==> src/rtl/ram_pkg.sv <==
// Shared definitions for the 512x8 dual-port RAM and its burst initiator.
package ram_pkg;

    localparam int unsigned RAM_ADDR_W = 9;
    localparam int unsigned RAM_DATA_W = 8;
    localparam int unsigned RAM_DEPTH  = 512;
    localparam int unsigned RBM_LEN_W  = 8;

    typedef enum logic [1:0] {
        RBM_IDLE  = 2'd0,
        RBM_WR    = 2'd1,
        RBM_RD    = 2'd2,
        RBM_DRAIN = 2'd3
    } rbm_state_t;

endpackage

==> src/rtl/rbm_skid_fifo.sv <==
// Two-entry skid FIFO absorbing RAM read data while the consumer stalls.
module rbm_skid_fifo #(
    parameter int unsigned DATA_W = 8
) (
    input  logic              clk,
    input  logic              rst_n,
    input  logic              i_push,
    input  logic [DATA_W-1:0] i_push_data,
    input  logic              i_pop,
    output logic [DATA_W-1:0] o_head,
    output logic [1:0]        o_count,
    output logic              o_empty,
    output logic              o_full
);

    logic [DATA_W-1:0] r_mem [0:1];
    logic              r_wptr;
    logic              r_rptr;
    logic [1:0]        r_count;
    logic              w_push;
    logic              w_pop;

    assign o_empty = (r_count == 2'd0);
    assign o_full  = (r_count == 2'd2);
    assign o_count = r_count;
    assign o_head  = r_mem[r_rptr];
    assign w_push  = i_push & ~o_full;
    assign w_pop   = i_pop & ~o_empty;

    // Storage, pointers and occupancy; reset discards any held data.
    always_ff @(posedge clk or negedge rst_n) begin
        if (!rst_n) begin
            r_mem[0] <= '0;
            r_mem[1] <= '0;
            r_wptr   <= 1'b0;
            r_rptr   <= 1'b0;
            r_count  <= 2'd0;
        end else begin
            if (w_push) begin
                r_mem[r_wptr] <= i_push_data;
                r_wptr        <= ~r_wptr;
            end
            if (w_pop) begin
                r_rptr <= ~r_rptr;
            end
            r_count <= r_count + 2'(w_push) - 2'(w_pop);
        end
    end

endmodule

==> src/rtl/ram_burst_master.sv <==
// Burst initiator for one port of the 512x8 dual-port RAM.
// Optional macro RBM_BOUNDS_CHECK_EN: reject bursts running past the top
// address with an err pulse instead of wrapping.
module ram_burst_master
    import ram_pkg::*;
#(
    parameter int unsigned ADDR_W = RAM_ADDR_W,
    parameter int unsigned DATA_W = RAM_DATA_W,
    parameter int unsigned LEN_W  = RBM_LEN_W
) (
    input  logic              clk,
    input  logic              rst_n,
    input  logic              cmd_valid,
    output logic              cmd_ready,
    input  logic              cmd_write,
    input  logic [ADDR_W-1:0] cmd_addr,
    input  logic [LEN_W-1:0]  cmd_len,
    input  logic              wdata_valid,
    output logic              wdata_ready,
    input  logic [DATA_W-1:0] wdata,
    output logic              rdata_valid,
    input  logic              rdata_ready,
    output logic [DATA_W-1:0] rdata,
    output logic              done,
    output logic              err,
    output logic              ram_wren,
    output logic              ram_rden,
    output logic [ADDR_W-1:0] ram_address,
    output logic [DATA_W-1:0] ram_data,
    input  logic [DATA_W-1:0] ram_q
);

    rbm_state_t        r_state;
    rbm_state_t        w_state_nxt;
    logic              r_live;
    logic [ADDR_W-1:0] r_cur_addr;
    logic [LEN_W-1:0]  r_beats_left;
    logic              r_inflight;
    logic              r_done;

    logic              w_cmd_acc;
    logic              w_cmd_oob;
    logic              w_last;
    logic              w_wr_beat;
    logic              w_rd_issue;
    logic [1:0]        w_occ;
    logic              w_pop_hs;
    logic              w_final_pop;
    logic              w_fifo_push;
    logic              w_fifo_pop;
    logic [DATA_W-1:0] w_fifo_head;
    logic [1:0]        w_fifo_count;
    logic              w_fifo_empty;
    logic              w_fifo_full;

    assign w_cmd_acc  = cmd_valid & cmd_ready;
    assign w_last     = (r_beats_left == '0);
    assign w_wr_beat  = (r_state == RBM_WR) & wdata_valid;
    // In-flight read counts as occupied so a stalled consumer can never overflow the FIFO.
    assign w_occ      = w_fifo_count + {1'b0, r_inflight};
    assign w_rd_issue = (r_state == RBM_RD) & (w_occ < 2'd2);

    // An in-flight word bypasses the empty FIFO, giving one-cycle read latency.
    assign rdata_valid = ~w_fifo_empty | r_inflight;
    assign rdata       = (~w_fifo_empty) ? w_fifo_head : (r_inflight ? ram_q : '0);
    assign w_pop_hs    = rdata_valid & rdata_ready;
    assign w_fifo_push = r_inflight & ~(w_fifo_empty & rdata_ready);
    assign w_fifo_pop  = ~w_fifo_empty & rdata_ready;
    assign w_final_pop = (r_state == RBM_DRAIN) & w_pop_hs & (w_occ == 2'd1);
    assign done        = r_done;

`ifdef RBM_BOUNDS_CHECK_EN
    localparam int unsigned SUM_W = ADDR_W + 1;
    logic [SUM_W-1:0] w_end_addr;
    logic             r_err;

    assign w_end_addr = SUM_W'(cmd_addr) + SUM_W'(cmd_len);
    assign w_cmd_oob  = (w_end_addr > SUM_W'((1 << ADDR_W) - 1));
    assign err        = r_err;

    // One-cycle err pulse for an accepted but out-of-range command.
    always_ff @(posedge clk or negedge rst_n) begin
        if (!rst_n) begin
            r_err <= 1'b0;
        end else begin
            r_err <= w_cmd_acc & w_cmd_oob;
        end
    end
`else
    assign w_cmd_oob = 1'b0;
    assign err       = 1'b0;
`endif

    rbm_skid_fifo #(
        .DATA_W (DATA_W)
    ) u_skid_fifo (
        .clk         (clk),
        .rst_n       (rst_n),
        .i_push      (w_fifo_push),
        .i_push_data (ram_q),
        .i_pop       (w_fifo_pop),
        .o_head      (w_fifo_head),
        .o_count     (w_fifo_count),
        .o_empty     (w_fifo_empty),
        .o_full      (w_fifo_full)
    );

    // State register.
    always_ff @(posedge clk or negedge rst_n) begin
        if (!rst_n) begin
            r_state <= RBM_IDLE;
        end else begin
            r_state <= w_state_nxt;
        end
    end

    // Next-state logic.
    always_comb begin
        w_state_nxt = r_state;
        case (r_state)
            RBM_IDLE: begin
                if (w_cmd_acc && !w_cmd_oob) begin
                    w_state_nxt = cmd_write ? RBM_WR : RBM_RD;
                end
            end
            RBM_WR: begin
                if (w_wr_beat && w_last) begin
                    w_state_nxt = RBM_IDLE;
                end
            end
            RBM_RD: begin
                if (w_rd_issue && w_last) begin
                    w_state_nxt = RBM_DRAIN;
                end
            end
            RBM_DRAIN: begin
                if (w_final_pop) begin
                    w_state_nxt = RBM_IDLE;
                end
            end
            default: w_state_nxt = RBM_IDLE;
        endcase
    end

    // Handshake and RAM port outputs; writes pass straight through to the RAM.
    always_comb begin
        cmd_ready   = 1'b0;
        wdata_ready = 1'b0;
        ram_wren    = 1'b0;
        ram_rden    = 1'b0;
        ram_address = r_cur_addr;
        ram_data    = '0;
        case (r_state)
            RBM_IDLE: begin
                cmd_ready = r_live;
            end
            RBM_WR: begin
                wdata_ready = 1'b1;
                ram_wren    = w_wr_beat;
                ram_data    = wdata;
            end
            RBM_RD: begin
                ram_rden = w_rd_issue;
            end
            default: begin
                cmd_ready = 1'b0;
            end
        endcase
    end

    // Burst address/beat counters, read in-flight flag and done pulse.
    always_ff @(posedge clk or negedge rst_n) begin
        if (!rst_n) begin
            r_live       <= 1'b0;
            r_cur_addr   <= '0;
            r_beats_left <= '0;
            r_inflight   <= 1'b0;
            r_done       <= 1'b0;
        end else begin
            r_live     <= 1'b1;
            r_inflight <= w_rd_issue;
            r_done     <= (w_wr_beat & w_last) | w_final_pop;
            if ((r_state == RBM_IDLE) && w_cmd_acc) begin
                r_cur_addr   <= cmd_addr;
                r_beats_left <= cmd_len;
            end else if (w_wr_beat || w_rd_issue) begin
                r_cur_addr   <= r_cur_addr + ADDR_W'(1);
                r_beats_left <= r_beats_left - LEN_W'(1);
            end
        end
    end

endmodule

==> config.mk <==
export PLATFORM = sky130hd
export DESIGN_NAME = ram_burst_master
export DESIGN_NICKNAME = d
export VERILOG_FILES = /design/src/rtl/ram_pkg.sv /design/src/rtl/rbm_skid_fifo.sv /design/src/rtl/ram_burst_master.sv
export SDC_FILE = /design/constraint.sdc
export NUM_CORES = 1
export LEC_CHECK = 0
export ABC_CLOCK_PERIOD_IN_PS = 2400
export CAP_MARGIN = 20
export CORE_MARGIN = 2
export CORE_UTILIZATION = 47
export DETAILED_ROUTE_END_ITERATION = 16
export PLACE_DENSITY_LB_ADDON = 0.1
export SKIP_CTS_REPAIR_TIMING = 1
export SYNTH_ARGS = -nofsm -noshare
export SYNTH_HDL_FRONTEND = slang
export SYNTH_SLANG_ARGS = --single-unit
==> constraint.sdc <==
create_clock -name clk -period 2.4 [get_ports clk]
set_input_delay 0.6 -clock clk [delete_from_list [all_inputs] [get_ports clk]]
set_output_delay 0.6 -clock clk [all_outputs]
set_load 0.01 [all_outputs]
Figure 1. PDN straps and rails.
Scale: 4 px per um. Pins as bars on the die edge.
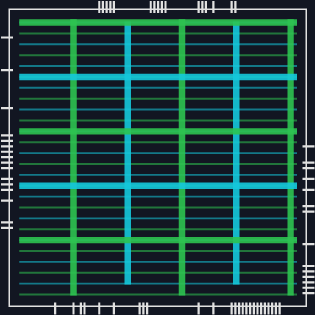
net	color
VDD	cyan
VSS	green
met1 rails	26
met5 straps	5
met4 straps	5
signal pins	71
Max VDD drop: 587 uV
Core ar.: 4720 um^2
chip height: 73.9 um
DIE WIDTH: 73.9 um

Figure 2. Placed cells, one color a class.
Scale: 4 px per um. Fill, decap, tap and diode cells in gray.
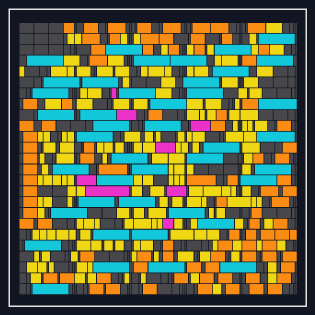
class	color	cells
clock drivers and dummy loads	magenta	8
combinational and other logic	yellow	173
flops	cyan	42
other buffers and delay cells	orange	91
Seq/total area: 31.4%
row cnt: 25

==> reports/summary.txt <==
# setup viols final = 0
total grt overflow = 0
1st-pass router iterations = 4
status = completed
Buffers on Ports = 69
root buffer cell = clkbuf_8
routability cong. = 0.755
relative slew slack = 65.8%
diodes inserted = 0
Max stage delay cell, worst path = clkdlybuf4s50_1
post-synth design cell area = 2290 um^2
hold slack final = 271 ps
HPWL after detailed placement = 3.96 mm
cells in synth_stat.txt = 227
Synth top cell by count = dfrtp_1
Final period util = 95.7%
clk latency late pin = 290 ps
H-tree depth = 2
Initial DRC Count = 128
Post-synth EDFFs = 0
met1 Use GR = 27.2%
Sw Ratio = 34.7%
clock network fraction of total power = 18.8%
YS chip area = 2290 um^2
Final Total Pwr = 2.96 mW
Synth Instances = 227
met3 routed WL = 223 um
Placed Instances = 373
Cell Count, Final, Fillers Out = 381
dpl cell area = 3200 um^2
Fmax = 0.435 GHz
floorplan utilization = 48.6%
Figure 3. Routed clock nets over the placement.
Scale: 8 px per um.
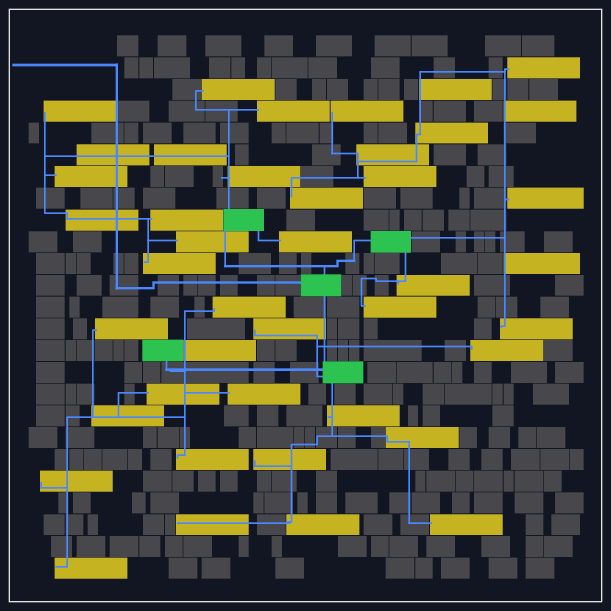
[clock drivers] green | count: 5
[clock wires] blue | length: 533 um
[flip-flops] yellow | count: 42
routed clock nets	6

[flip-flops by register name (all words and copies together) (netlist names)]
name / flops
u_skid_fifo.r_rptr: 1
r_beats_left: 8
r_inflight: 1
ram_address: 9
done: 1
r_live: 1
u_skid_fifo.o_count: 2
r_state: 2
u_skid_fifo.r_mem: 16
u_skid_fifo.r_wptr: 1
[worst paths after layout]
check                                                  from                             end  slack [ps]  cells after the start
min in group clk             u_skid_fifo.r_wptr$_DFFE_PN0P_  u_skid_fifo.r_wptr$_DFFE_PN0P_         490                      1
hold reg to reg              u_skid_fifo.r_wptr$_DFFE_PN0P_  u_skid_fifo.r_wptr$_DFFE_PN0P_         490                      1
max in group asynchronous                             rst_n      ram_address[7]$_DFFE_PN0P_        1630                      2
hold / removal                                        rst_n          r_state[0]$_DFFE_PN0P_         270                      1
setup / recovery                                   wdata[2]                     ram_data[2]         100                      3
setup reg to reg           u_skid_fifo.o_count[0]$_DFF_PN0_      ram_address[6]$_DFFE_PN0P_         410                      7
[area by class of cell]
class                   instances  area, um^2
clock buffers                   6        72.6
inverters                      11        41.3
fillers                       365        1370
well taps                      67        83.8
clock inverters                 2        37.5
repair buffers                 91         905
multi-input cells             162        1160
flip-flops and latches         42        1050
[cell families (layout without fill, tap and decap cells)]
kind of cell             count (synthesis)  after routing  synth area share, %
XOR/XNOR                                 7              7                 2.67
adder cells (fa/ha/maj)                  6              6                 3.27
AND/OR/NAND/NOR                         76             76                 18.5
buffers and inverters                   23            110                 4.20
multiplexers                            25             25                 11.8
flip-flops                              42             42                 45.8
other                                    2              2                0.327
AND-OR/OR-AND                           46             46                 13.4
[critical path, delay by kind of cell]
family                 cells  cell delay [ps]
AND/OR/NAND/NOR            1              120
buffers and inverters      2              980
Power is estimated from default activity; no workload was simulated.
